Figure 1. Selected gate families.
(2 px per um)
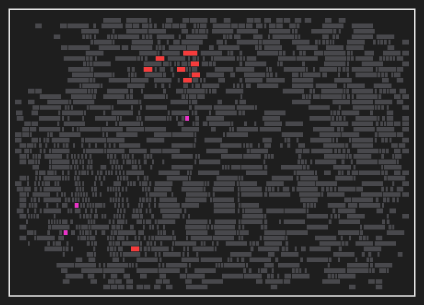
Figure 2. Nets reached from selected ports.
(1.5 px per um)
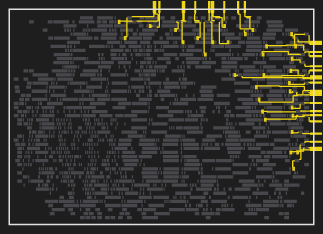
Figure 3. Pin placement.
(2 px per um) Pins as bars across the die edge, other pins in grey.
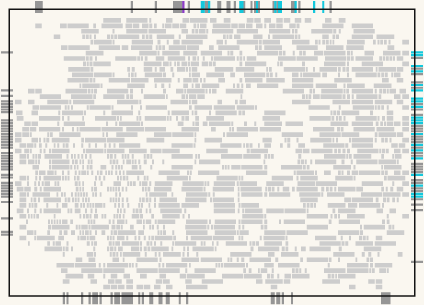
Figure 4. Cell outlines without signal wires.
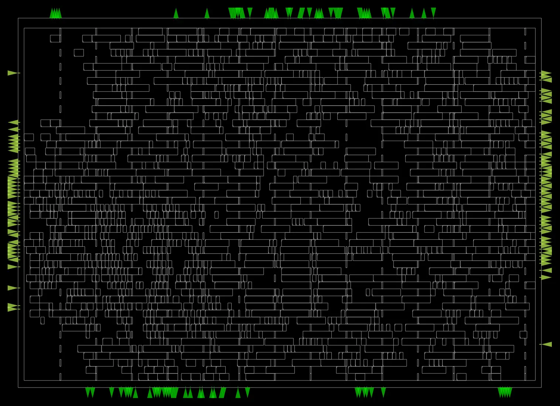
**src/rtl/fetch_stage.sv**
```systemverilog
// Instruction fetch: owns the PC, issues credit-limited imem requests and buffers responses for decode.
// Decode sees an instruction the cycle after its response; data_flush holds decode, ctrl_flush redirects and squashes.
module fetch_stage #(
   parameter int unsigned     XLEN     = 32,
   parameter logic [XLEN-1:0] RESET_PC = '0,
   parameter int unsigned     DEPTH    = 2
) (
   input  logic            clk,
   input  logic            rst_n,
   output logic            imem_req_valid,
   input  logic            imem_req_ready,
   output logic [XLEN-1:0] imem_req_addr,
   input  logic            imem_resp_valid,
   input  logic [31:0]     imem_resp_data,
   input  logic            data_flush,
   input  logic            ctrl_flush,
   input  logic [XLEN-1:0] redirect_pc,
   output logic            inst_valid_id,
   output logic [31:0]     inst_id,
   output logic [XLEN-1:0] pc_id
);
   localparam int unsigned AW  = $clog2(DEPTH);
   localparam int unsigned CW  = $clog2(DEPTH + 1);
   localparam logic [31:0] NOP = 32'h0000_0013;

   logic [XLEN-1:0]  r_fetch_pc;
   logic [XLEN-1:0]  r_trk_pc [DEPTH];
   logic [DEPTH-1:0] r_trk_kill;
   logic [AW-1:0]    r_trk_rd;
   logic [AW-1:0]    r_trk_wr;
   logic [CW-1:0]    r_outstanding;
   logic [XLEN-1:0]  r_fifo_pc [DEPTH];
   logic [31:0]      r_fifo_inst [DEPTH];
   logic [AW-1:0]    r_fifo_rd;
   logic [AW-1:0]    r_fifo_wr;
   logic [CW-1:0]    r_fifo_cnt;
   logic [XLEN-1:0]  r_last_pc;
   logic [31:0]      r_last_inst;

   logic             w_empty;
   logic             w_pop;
   logic             w_issue;
   logic             w_resp;
   logic             w_push;
   logic [CW:0]      w_used;

   assign w_empty        = (r_fifo_cnt == '0);
   assign w_pop          = !w_empty && !data_flush && !ctrl_flush;
   // Killed requests still hold credit until their response returns.
   assign w_used         = {1'b0, r_outstanding} + {1'b0, r_fifo_cnt} - {{CW{1'b0}}, w_pop};
   assign imem_req_valid = rst_n && !ctrl_flush && (w_used < (CW+1)'(DEPTH));
   assign imem_req_addr  = r_fetch_pc;
   assign w_issue        = imem_req_valid && imem_req_ready;
   assign w_resp         = imem_resp_valid && (r_outstanding != '0);
   assign w_push         = w_resp && !r_trk_kill[r_trk_rd] && !ctrl_flush;

   assign inst_valid_id  = !w_empty;
   assign inst_id        = w_empty ? r_last_inst : r_fifo_inst[r_fifo_rd];
   assign pc_id          = w_empty ? r_last_pc   : r_fifo_pc[r_fifo_rd];

   always_ff @(posedge clk) begin
      if (w_issue) begin
         r_trk_pc[r_trk_wr] <= r_fetch_pc;
      end
      if (w_push) begin
         r_fifo_pc[r_fifo_wr]   <= r_trk_pc[r_trk_rd];
         r_fifo_inst[r_fifo_wr] <= imem_resp_data;
      end
   end

   always_ff @(posedge clk or negedge rst_n) begin
      if (!rst_n) begin
         r_fetch_pc    <= RESET_PC;
         r_trk_kill    <= '0;
         r_trk_rd      <= '0;
         r_trk_wr      <= '0;
         r_outstanding <= '0;
         r_fifo_rd     <= '0;
         r_fifo_wr     <= '0;
         r_fifo_cnt    <= '0;
         r_last_pc     <= '0;
         r_last_inst   <= NOP;
      end else begin
         if (!w_empty) begin
            r_last_pc   <= pc_id;
            r_last_inst <= inst_id;
         end
         if (w_resp) begin
            r_trk_rd <= r_trk_rd + 1'b1;
         end
         r_outstanding <= r_outstanding + CW'(w_issue) - CW'(w_resp);
         if (ctrl_flush) begin
            r_fetch_pc <= redirect_pc;
            r_trk_kill <= '1;
            r_fifo_rd  <= '0;
            r_fifo_wr  <= '0;
            r_fifo_cnt <= '0;
         end else begin
            if (w_issue) begin
               r_trk_kill[r_trk_wr] <= 1'b0;
               r_trk_wr             <= r_trk_wr + 1'b1;
               r_fetch_pc           <= r_fetch_pc + XLEN'(4);
            end
            if (w_push) begin
               r_fifo_wr <= r_fifo_wr + 1'b1;
            end
            if (w_pop) begin
               r_fifo_rd <= r_fifo_rd + 1'b1;
            end
            r_fifo_cnt <= r_fifo_cnt + CW'(w_push) - CW'(w_pop);
         end
      end
   end

   a_credit : assert property (@(posedge clk) disable iff (!rst_n) w_used <= (CW+1)'(DEPTH));

endmodule
```
**config.mk**
```make
export PLATFORM = sky130hd
export DESIGN_NAME = fetch_stage
export DESIGN_NICKNAME = d
export VERILOG_FILES = /design/src/rtl/fetch_stage.sv
export SDC_FILE = /design/constraint.sdc
export NUM_CORES = 1
export LEC_CHECK = 0
export ABC_AREA = 1
export CORE_ASPECT_RATIO = 0.7
export CORE_MARGIN = 2
export CORE_UTILIZATION = 45
export DETAILED_ROUTE_END_ITERATION = 10
export PLACE_DENSITY = 0.68
export SYNTH_ARGS = -nofsm -noshare
export SYNTH_HDL_FRONTEND = slang
export SYNTH_SLANG_ARGS = --single-unit
```
**constraint.sdc**
```tcl
create_clock -name clk -period 9.4 [get_ports clk]
set_input_delay 1.88 -clock clk [delete_from_list [all_inputs] [get_ports clk]]
set_output_delay 1.88 -clock clk [all_outputs]
set_load 0.1 [all_outputs]
```
==> run summary <==
The flow completed. After clock tree synthesis, the flow added hold-fix buffers numbering 0. STA lists the startpoint of the worst hold path as r_trk_kill[1]. Area share of the leading cell type in the synthesized netlist landed at 46.71%.

The region available for standard cell placement spans 26,840 um^2. The critical path in this run is classified as primary input to primary output. Worst-case register-to-register setup slack landed at 5.40 ns. Number of rows created at floorplan landed at 50. For the worst reg-to-reg path, the endpoint reported by OpenROAD is r_trk_pc[0][6]. Dividing the final minimum period by the clock period gives 75.73%.

The synthesis report gives the async set-or-reset register share as 35.57%. Per the timing report, the achievable frequency comes out to 140.5 MHz. Setup skew after layout landed at 0.008055 ns. The area growth from synthesis to layout is 24.24%. Dividing total power by cell area gives a power density of 338.7 nW/um^2. The average instance in the mapped netlist occupies 10.50 um^2. Per the synthesis report, the simple-gate share of the synthesized area is 17.61%. Clock latency on the worst-skew pair, taken at its later pin, is 0.55 ns. First-pass GRT wire length landed at 46,290 um. Final weighted congestion in routability-driven placement landed at 0.8465.

Maximum number of pins on one net before global-route repair landed at 67. The run finished with clean final reports. Initial antenna violation count landed at 0.

Proportion of synthesized chip area in sequential cells landed at 68.22%. The tightest min-delay check is of the register to register type. HPWL after detailed placement landed at 18,320 um. Count of pins over their slew limit landed at 0. The worst setup path is launched from a primary input. The tree is rooted in a clkbuf_16.

Compound-cell area share of the yosys netlist landed at 8.281%. Clock transition at the register clock pins on the worst setup and hold paths after CTS landed at 0.06 ns. The worst setup path is captured at a primary output. Logic depth of the worst register-to-register path landed at 14. Yosys reported a register bit count of 298.

Clock sink count landed at 298. Headroom to the max-slew limit landed at 26.45%. Setup repair after global routing left no endpoint under its margin. After the first detailed-routing iteration, the DRC count stood at 555.

Number of detailed-routing iterations run before antenna repair landed at 5. Die boundary width landed at 202.0 um. Clock tree synthesis inserted a total of 30 buffers.
About Figure 1:
legend:
  adder and majority cells:
    colour: red
    cells: 8
    most_used: ha_1
    where: top centre
  AND and OR gates:
    colour: magenta
    cells: 3

About Figure 2:
legend:
  inst_id:
    colour: yellow
    bits: 32
    direction: output
    edge: 20 right, 12 top
    end_cells: 32
    buffers: 32
    wire: 771 um

About Figure 3:
legend:
  inst_id:
    colour: cyan
    pins: 32
    direction: output
    edge: 20 right, 12 top
  imem_req_valid:
    colour: purple
    pins: 1
    direction: output
    edge: top
all pins by edge: 49 right, 42 top, 39 bottom, 38 left

About Figure 4:
flop share of the area: 54.92%
number of standard cells in the layout, taps in and fillers out: 1,729

cells in the final DEF, fill, tap and decap left out, types with 2 or more instances in the layout:
| master | count |
|---|---|
| clkbuf_1 | 9 |
| clkinv_1 | 2 |
| xor2_1 | 12 |
| edfxtp_1 | 192 |
| dfrtp_1 | 102 |
| ha_1 | 7 |
| clkdlybuf4s50_1 | 166 |
| clkinv_2 | 3 |
| nand2_2 | 5 |
| nand3_1 | 46 |
| inv_2 | 6 |
| nor2_1 | 106 |
| nand3b_1 | 2 |
| a21oi_1 | 194 |
| inv_1 | 57 |
| nand2_1 | 360 |
| xnor2_1 | 7 |
| o21ai_0 | 6 |
| clkbuf_8 | 9 |
| dfstp_2 | 3 |
| clkbuf_16 | 30 |
| buf_4 | 13 |
| o211ai_1 | 2 |
| nor2_2 | 7 |
| nor2_4 | 8 |
cell type report:
class,instances,area [um^2]
fill,2282,11500
inverter,63,236.5
tap,364,455.4
clock inverter,8,56.30
sequential,298,8423
multi-input combinational,769,3497
clock buffer,48,908.4
timing repair buffer,179,1759
worst max-delay path: stages:
cell	delay [ns]
clkdlybuf4s50_1	0.45
buf_4	0.35
nor2_1	0.14
ha_1	0.29
inv_1	0.05
nand2_1	0.06
fa_1	0.47
nand2_1	0.06
nor2_2	0.17
nand2_1	0.09
inv_1	0.07
clkdlybuf4s50_1	1.12
per-layer routing:
| metal | up-vias | wire length, um | global-route usage (%) |
|---|---|---|---|
| met5 | - | 0 | 0 |
| met4 | 0 | 432 | 3.676 |
| met3 | 38 | 1747 | 3.503 |
| met2 | 244 | 12690 | 31.38 |
| met1 | 4199 | 14130 | 30.80 |
| li1 | 4268 | - | - |
stage by stage:
step                hold WS (ns)  cells  setup slack, ns  area (um^2)  utilization (%)
floorplan                 0.4584   1176            3.391        12340                -
global placement          0.4799   1673            2.298        14370            53.55
detailed placement        0.4806   1673            2.275        14370            53.55
CTS                       0.4951   1729            2.274        15340            57.14
global route              0.5324   1729            2.111        15340            57.14
finish                    0.4931   1729            2.281        15340            57.14
worst max-delay path by stage:
stage	start	to	slack (ns)	cells past startpoint
2_1_floorplan	ctrl_flush	imem_req_valid	3.39	11
3_3_place_gp	ctrl_flush	imem_req_valid	2.30	12
3_5_place_dp	ctrl_flush	imem_req_valid	2.28	12
4_1_cts	ctrl_flush	imem_req_valid	2.27	12
5_1_grt	ctrl_flush	imem_req_valid	2.11	12
6_report	ctrl_flush	imem_req_valid	2.28	12
state kept, by name (all words and copies together), names as in the netlist:
register       count
r_fifo_cnt         2
r_fifo_inst       64
imem_req_addr     32
r_last_pc         32
r_outstanding      2
r_fifo_pc         64
r_trk_pc          64
r_fifo_wr          1
r_trk_kill         2
r_trk_wr           1
r_fifo_rd          1
r_last_inst       32
r_trk_rd           1
power by group through the flow:
stage          clock [mW]  combinational, mW  sequential (mW)
4_1_cts              1.17               2.32             1.75
2_1_floorplan           0               1.60             1.89
3_5_place_dp            0               2.31             1.77
5_1_grt              1.22               2.42             1.77
3_3_place_gp            0               2.29             1.76
6_report             1.14               2.31             1.74
Power is estimated from default activity; no workload was simulated.
